$ cat src/rtl/uart_tx_sched.sv
// uart_tx_sched: round-robin scheduler sharing one UART transmitter between
// NUM_REQ valid/ready requesters, with burst locking and a write-to-busy watchdog.
module uart_tx_sched #(
    parameter int unsigned NUM_REQ = 4,
    parameter int unsigned DATA_W  = 16,
    parameter int unsigned WDOG    = 8
) (
    input  logic                        clk,
    input  logic                        rst_n,
    input  logic [NUM_REQ-1:0]          req_valid,
    input  logic [NUM_REQ*DATA_W-1:0]   req_data,
    input  logic [NUM_REQ-1:0]          req_last,
    output logic [NUM_REQ-1:0]          req_ready,
    output logic [DATA_W-1:0]           tx_data,
    output logic                        tx_wr_en,
    input  logic                        tx_busy,
    output logic [$clog2(NUM_REQ)-1:0]  grant_id,
    output logic                        locked,
    output logic                        err
);
    localparam int unsigned IDX_W = $clog2(NUM_REQ);
    localparam int unsigned CNT_W = $clog2(WDOG + 1);

    typedef enum logic [1:0] {ARB, LOAD, WAIT_BUSY, WAIT_DONE} state_t;

    state_t             state, state_nxt;
    logic [IDX_W-1:0]   ptr, ptr_nxt, grant_nxt, pick;
    logic [CNT_W-1:0]   cnt, cnt_nxt;
    logic [DATA_W-1:0]  data_nxt, pick_data;
    logic [NUM_REQ-1:0] elig;
    logic               found, pick_last, wr_nxt, lock_nxt, err_nxt;

    // Eligible set and wrapped first-from-ptr selection
    always_comb begin
        elig      = '0;
        found     = 1'b0;
        pick      = '0;
        pick_data = '0;
        pick_last = 1'b0;
        for (int j = 0; j < NUM_REQ; j++) begin
            elig[j] = req_valid[j] && (!locked || grant_id == IDX_W'(j));
        end
        // Lowest eligible index overall, then overridden by the lowest at or above ptr
        for (int j = NUM_REQ - 1; j >= 0; j--) begin
            if (elig[j]) begin
                found = 1'b1;
                pick  = IDX_W'(j);
            end
        end
        for (int j = NUM_REQ - 1; j >= 0; j--) begin
            if (elig[j] && IDX_W'(j) >= ptr) begin
                pick = IDX_W'(j);
            end
        end
        for (int j = 0; j < NUM_REQ; j++) begin
            if (pick == IDX_W'(j)) begin
                pick_data = req_data[j*DATA_W +: DATA_W];
                pick_last = req_last[j];
            end
        end
    end

    // Next-state and next-register values
    always_comb begin
        state_nxt = state;
        ptr_nxt   = ptr;
        grant_nxt = grant_id;
        data_nxt  = tx_data;
        lock_nxt  = locked;
        cnt_nxt   = cnt;
        wr_nxt    = 1'b0;
        err_nxt   = 1'b0;
        req_ready = '0;
        case (state)
            ARB: begin
                if (!tx_busy && found) begin
                    for (int j = 0; j < NUM_REQ; j++) begin
                        req_ready[j] = (pick == IDX_W'(j));
                    end
                    data_nxt  = pick_data;
                    grant_nxt = pick;
                    ptr_nxt   = (pick == IDX_W'(NUM_REQ - 1)) ? '0 : pick + IDX_W'(1);
                    lock_nxt  = !pick_last;
                    wr_nxt    = 1'b1;
                    state_nxt = LOAD;
                end
            end
            LOAD: begin
                cnt_nxt   = '0;
                state_nxt = WAIT_BUSY;
            end
            WAIT_BUSY: begin
                if (tx_busy) begin
                    state_nxt = WAIT_DONE;
                end else if (cnt == CNT_W'(WDOG - 1)) begin
                    err_nxt   = 1'b1;
                    lock_nxt  = 1'b0;
                    state_nxt = ARB;
                end else begin
                    cnt_nxt = cnt + CNT_W'(1);
                end
            end
            WAIT_DONE: begin
                if (!tx_busy) begin
                    state_nxt = ARB;
                end
            end
            default: state_nxt = ARB;
        endcase
    end

    always_ff @(posedge clk) begin
        if (!rst_n) begin
            state    <= ARB;
            ptr      <= '0;
            cnt      <= '0;
            grant_id <= '0;
            tx_data  <= '0;
            locked   <= 1'b0;
            tx_wr_en <= 1'b0;
            err      <= 1'b0;
        end else begin
            state    <= state_nxt;
            ptr      <= ptr_nxt;
            cnt      <= cnt_nxt;
            grant_id <= grant_nxt;
            tx_data  <= data_nxt;
            locked   <= lock_nxt;
            tx_wr_en <= wr_nxt;
            err      <= err_nxt;
        end
    end

endmodule

$ cat config.mk
export PLATFORM = sky130hd
export DESIGN_NAME = uart_tx_sched
export DESIGN_NICKNAME = d
export VERILOG_FILES = /design/src/rtl/uart_tx_sched.sv
export SDC_FILE = /design/constraint.sdc
export NUM_CORES = 1
export LEC_CHECK = 0
export ABC_AREA = 1
export CORE_AREA = 2 2 84 70
export DETAILED_ROUTE_END_ITERATION = 8
export DIE_AREA = 0 0 86 72
export GPL_ROUTABILITY_DRIVEN = 0
export GPL_TIMING_DRIVEN = 0
export PLACE_DENSITY = 0.75
export SLEW_MARGIN = 20
export SYNTH_ARGS = -nofsm -noshare
export SYNTH_HDL_FRONTEND = slang
export SYNTH_SLANG_ARGS = --single-unit
export TNS_END_PERCENT = 1
$ cat constraint.sdc
create_clock -name clk -period 6.5 [get_ports clk]
set_input_delay 1.3 -clock clk [delete_from_list [all_inputs] [get_ports clk]]
set_output_delay 1.3 -clock clk [all_outputs]
set_load 0.05 [all_outputs]
==> images/layer_met1.png <==
Scale bar: 20 µm.
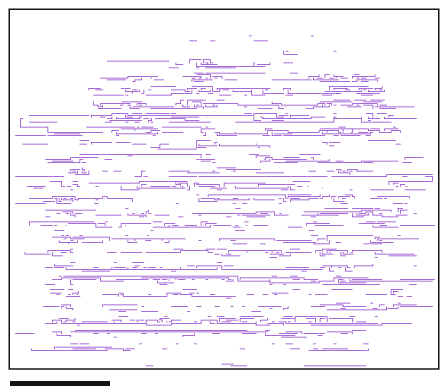
main direction: horizontal
wire length on this layer: 2710 µm
nets with wire on the layer: 459

==> images/layer_met2.png <==
Scale bar: 20 µm. Cells faint in the background.
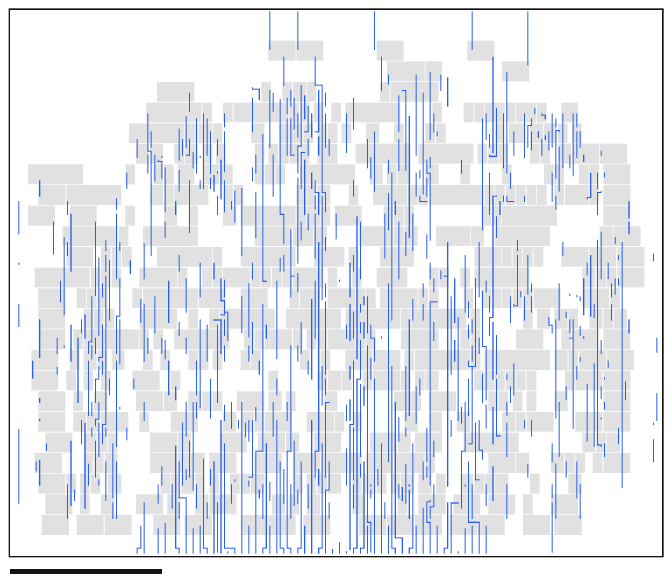
nets with wire on the layer: 396
main direction: vertical
longest straight run: 32.3 µm
share of all routed wire: 45%
met2 usage: 32.82%
final wirelength: 5922 µm
Via Count: 2384

==> images/layer_met3.png <==
Scale bar: 20 µm. Cells faint in the background.
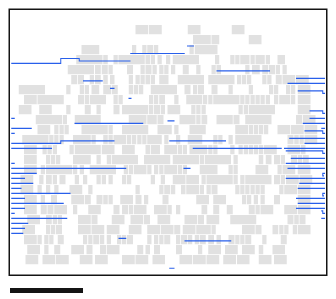
wire length on this layer: 471 µm
main direction: horizontal
nets with wire on the layer: 55

==> sequential cells by signal, indices dropped and copies added (netlist names) <==
| register | cells |
|---|---|
| locked | 1 |
| state | 2 |
| tx_wr_en | 1 |
| err | 1 |
| ptr | 2 |
| tx_data | 16 |
| grant_id | 2 |
| cnt | 4 |
==> worst min-delay path by stage <==
stage | startpoint | to | cells after the start
after floorplan | cnt[0] | cnt[0] | 1
after global placement | cnt[1] | cnt[1] | 2
after detailed placement | ptr[0] | ptr[0] | 2
after CTS | cnt[1] | cnt[1] | 2
after global routing | cnt[1] | cnt[1] | 2
final | cnt[1] | cnt[1] | 2
==> final cells by class <==
cell class | instances | area, µm² | share of cell area, %
clock inverters | 1 | 5.005 | 0.1584
clock buffers | 7 | 96.34 | 3.048
multi-input cells | 262 | 1165 | 36.86
plain buffers | 16 | 95.09 | 3.009
repair buffers | 99 | 991.0 | 31.35
flip-flops and latches | 29 | 580.6 | 18.37
inverters | 39 | 146.4 | 4.632
well taps | 65 | 81.33 | 2.573
==> critical path, stage by stage <==
cell             delay (ns)
clkdlybuf4s50_1        0.51
nand3_1                0.10
nand2_1                0.07
nand2_1                0.05
a21boi_1               0.33
ha_1                   0.21
clkbuf_1               0.27
clkbuf_1               0.31
inv_1                  0.07
nor2_1                 0.10
clkdlybuf4s50_1        0.80
==> power breakdown <==
group	total (mW)	internal, mW	switching [mW]	leakage [nW]
Sequential	0.270	0.233	0.0374	0.239
Clock	0.165	0.0955	0.0693	0.0542
Combinational	0.867	0.317	0.549	1.17
==> stage by stage <==
stage / hold WS [ns] / std cells / util [%] / setup WS (ns) / total power [mW]
after floorplan: 0.4466 / 346 / - / 2.117 / 0.8887
after global placement: 0.4647 / 510 / 57.56 / 1.108 / 1.135
after detailed placement: 0.4709 / 510 / 57.56 / 1.058 / 1.143
after CTS: 0.4800 / 518 / 59.46 / 1.034 / 1.313
after global routing: 0.5013 / 518 / 59.46 / 0.8670 / 1.417
final: 0.4721 / 518 / 59.46 / 1.061 / 1.302
==> cells by family (layout without fill, tap and decap cells) <==
| family | after synthesis | after routing |
|---|---|---|
| and+or+nand+nor | 196 | 196 |
| adders and majority gates | 5 | 5 |
| DFF | 29 | 29 |
| AOI/OAI and AO/OA | 61 | 61 |
| buffers and inverters | 55 | 162 |
==> synthesized netlist by cell type, drive strengths merged <==
cell / count
nand3b: 2
dfxtp: 29
nand2: 124
ha: 5
nand3: 10
clkbuf: 7
buf: 9
and3: 1
inv: 39
o21ai: 35
a21oi: 25
a21boi: 1
nand4: 2
nor2: 55
nor3: 2
==> routing by layer <==
metal	vias to the layer above	part of all wire [%]	global-route usage (%)
met1	1019	46	23.18
met4	0	1.4	6.526
li1	1288	-	-
met3	7	7.9	5.802
met5	-	0	0
met2	70	45	32.82
==> summary.txt <==
run results: status=completed, Final Hold Fails=0, RSZ-0062 raised after global routing=false, maximum capacitance violations=0, Req. time, crit path=5.20 ns, CTS root buf=clkbuf_8, setup violators final=0, Global Route Usage Sum=19.25%, top comb family, area=simple AND/OR/NAND/NOR gates, Port Buffers=99, CTS Hold Buffers Added=0, post-DP HPWL=roughly 4700 µm, vias per std cell=~4.6, num rows=24, Slew headroom=64.15%, Avg WL per Cell=11.43 µm, Die Ht=around 70 µm, buffer depth of the longest clock path=2, cells in synth_stat.txt=around 350, Log Warnings=29, most numerous logic cells after layout=nand2_1 (122), clkdlybuf4s50_1 (99), nor2_1 (54), inv_1 (32), dfxtp_1 (29), Mapped Area=0.001987 mm², largest net degree at the start of global routing=11, DRC=0, crit path max fanout=10, highest-count logic cell in the final layout=nand2_1, core area=roughly 0.0053 mm², Fin Clk Skew=roughly 0.0052 ns, Worst Tran Pin Value=about 0.54 ns, Pwr Density=roughly 410 mW/mm², synth warn=0, vias in the first global route=between 2k and 2.5k, Registers, synthesis=29, Peak VDD IR=around 250 µV, Lkg Pwr=1.460 nW, initial core utilization=37.38%, Post-Syn Nets=roughly 430, fin area=between 0.003 and 0.004 mm², final-layout fill cell count=around 530, RR Startpoint=grant_id[1], CP Capture Type=output pin, Synth top area share=between 20 and 30%, period utilization=about 84%, WP data arrival=4.14 ns, FMAX=between 0.15 and 0.2 GHz, initial antenna violation count=0, Clock Pin Slew Worst Setup and Hold Paths=0.06 ns, post-CTS setup buffer count=0, Final Net Count=between 500 and 600, Clock Sinks=29, total congestion overflow=0, post-CTS sizing=0, clock latency on the worst-skew pair=between 0.2 and 0.3 ns, Worst R2R Path Depth=17, share of cells above drive strength 1=about 6.4%, Die X=roughly 86 µm, Adders+Majority by Area=3.149%, Final min period=between 5 and 6 ns, Starting DRT DRC Count=just under 70, CTS tree=yes, largest area contributor in the netlist=dfxtp_1, Routed Antenna Nets=0, yosys xor share=0%, Area Growth Syn to Fin=59.07%, Setup TNS=0 ns, Reg2Reg Setup Slack=approximately 3.9 ns, Synth Seq Share=between 20 and 30%, top cells, area=dfxtp_1 (29%), nand2_1 (23%), nor2_1 (10%), CP endpoint=req_ready[3], synth unique cells=23, H-tree levels=2, crit path from=req_valid[2], fin. max-slew vios=0, I/O pin total=approximately 100, end of the worst register-to-register path=tx_data[10], die area=0.006192 mm², mux share=0%, critical path class=in2out, ant diodes=0, CTS Buf Count=5, Gate Count Post-Synth=346, yosys stat area=a little under 0.002 mm², placed cell areas=about 0.0031 mm², Startpoint Class=primary input, first drt pass iteration count=4, yosys aoi share=between 10% and 20%, first-pass GRT wire length=about 9500 µm, Hold WC Path Type=reg2reg, Syn Area/Cell=about 5.7 µm², and+or+nand+nor area frac=39.80%
No activity file was given, so power comes from the tool's default toggle rates.
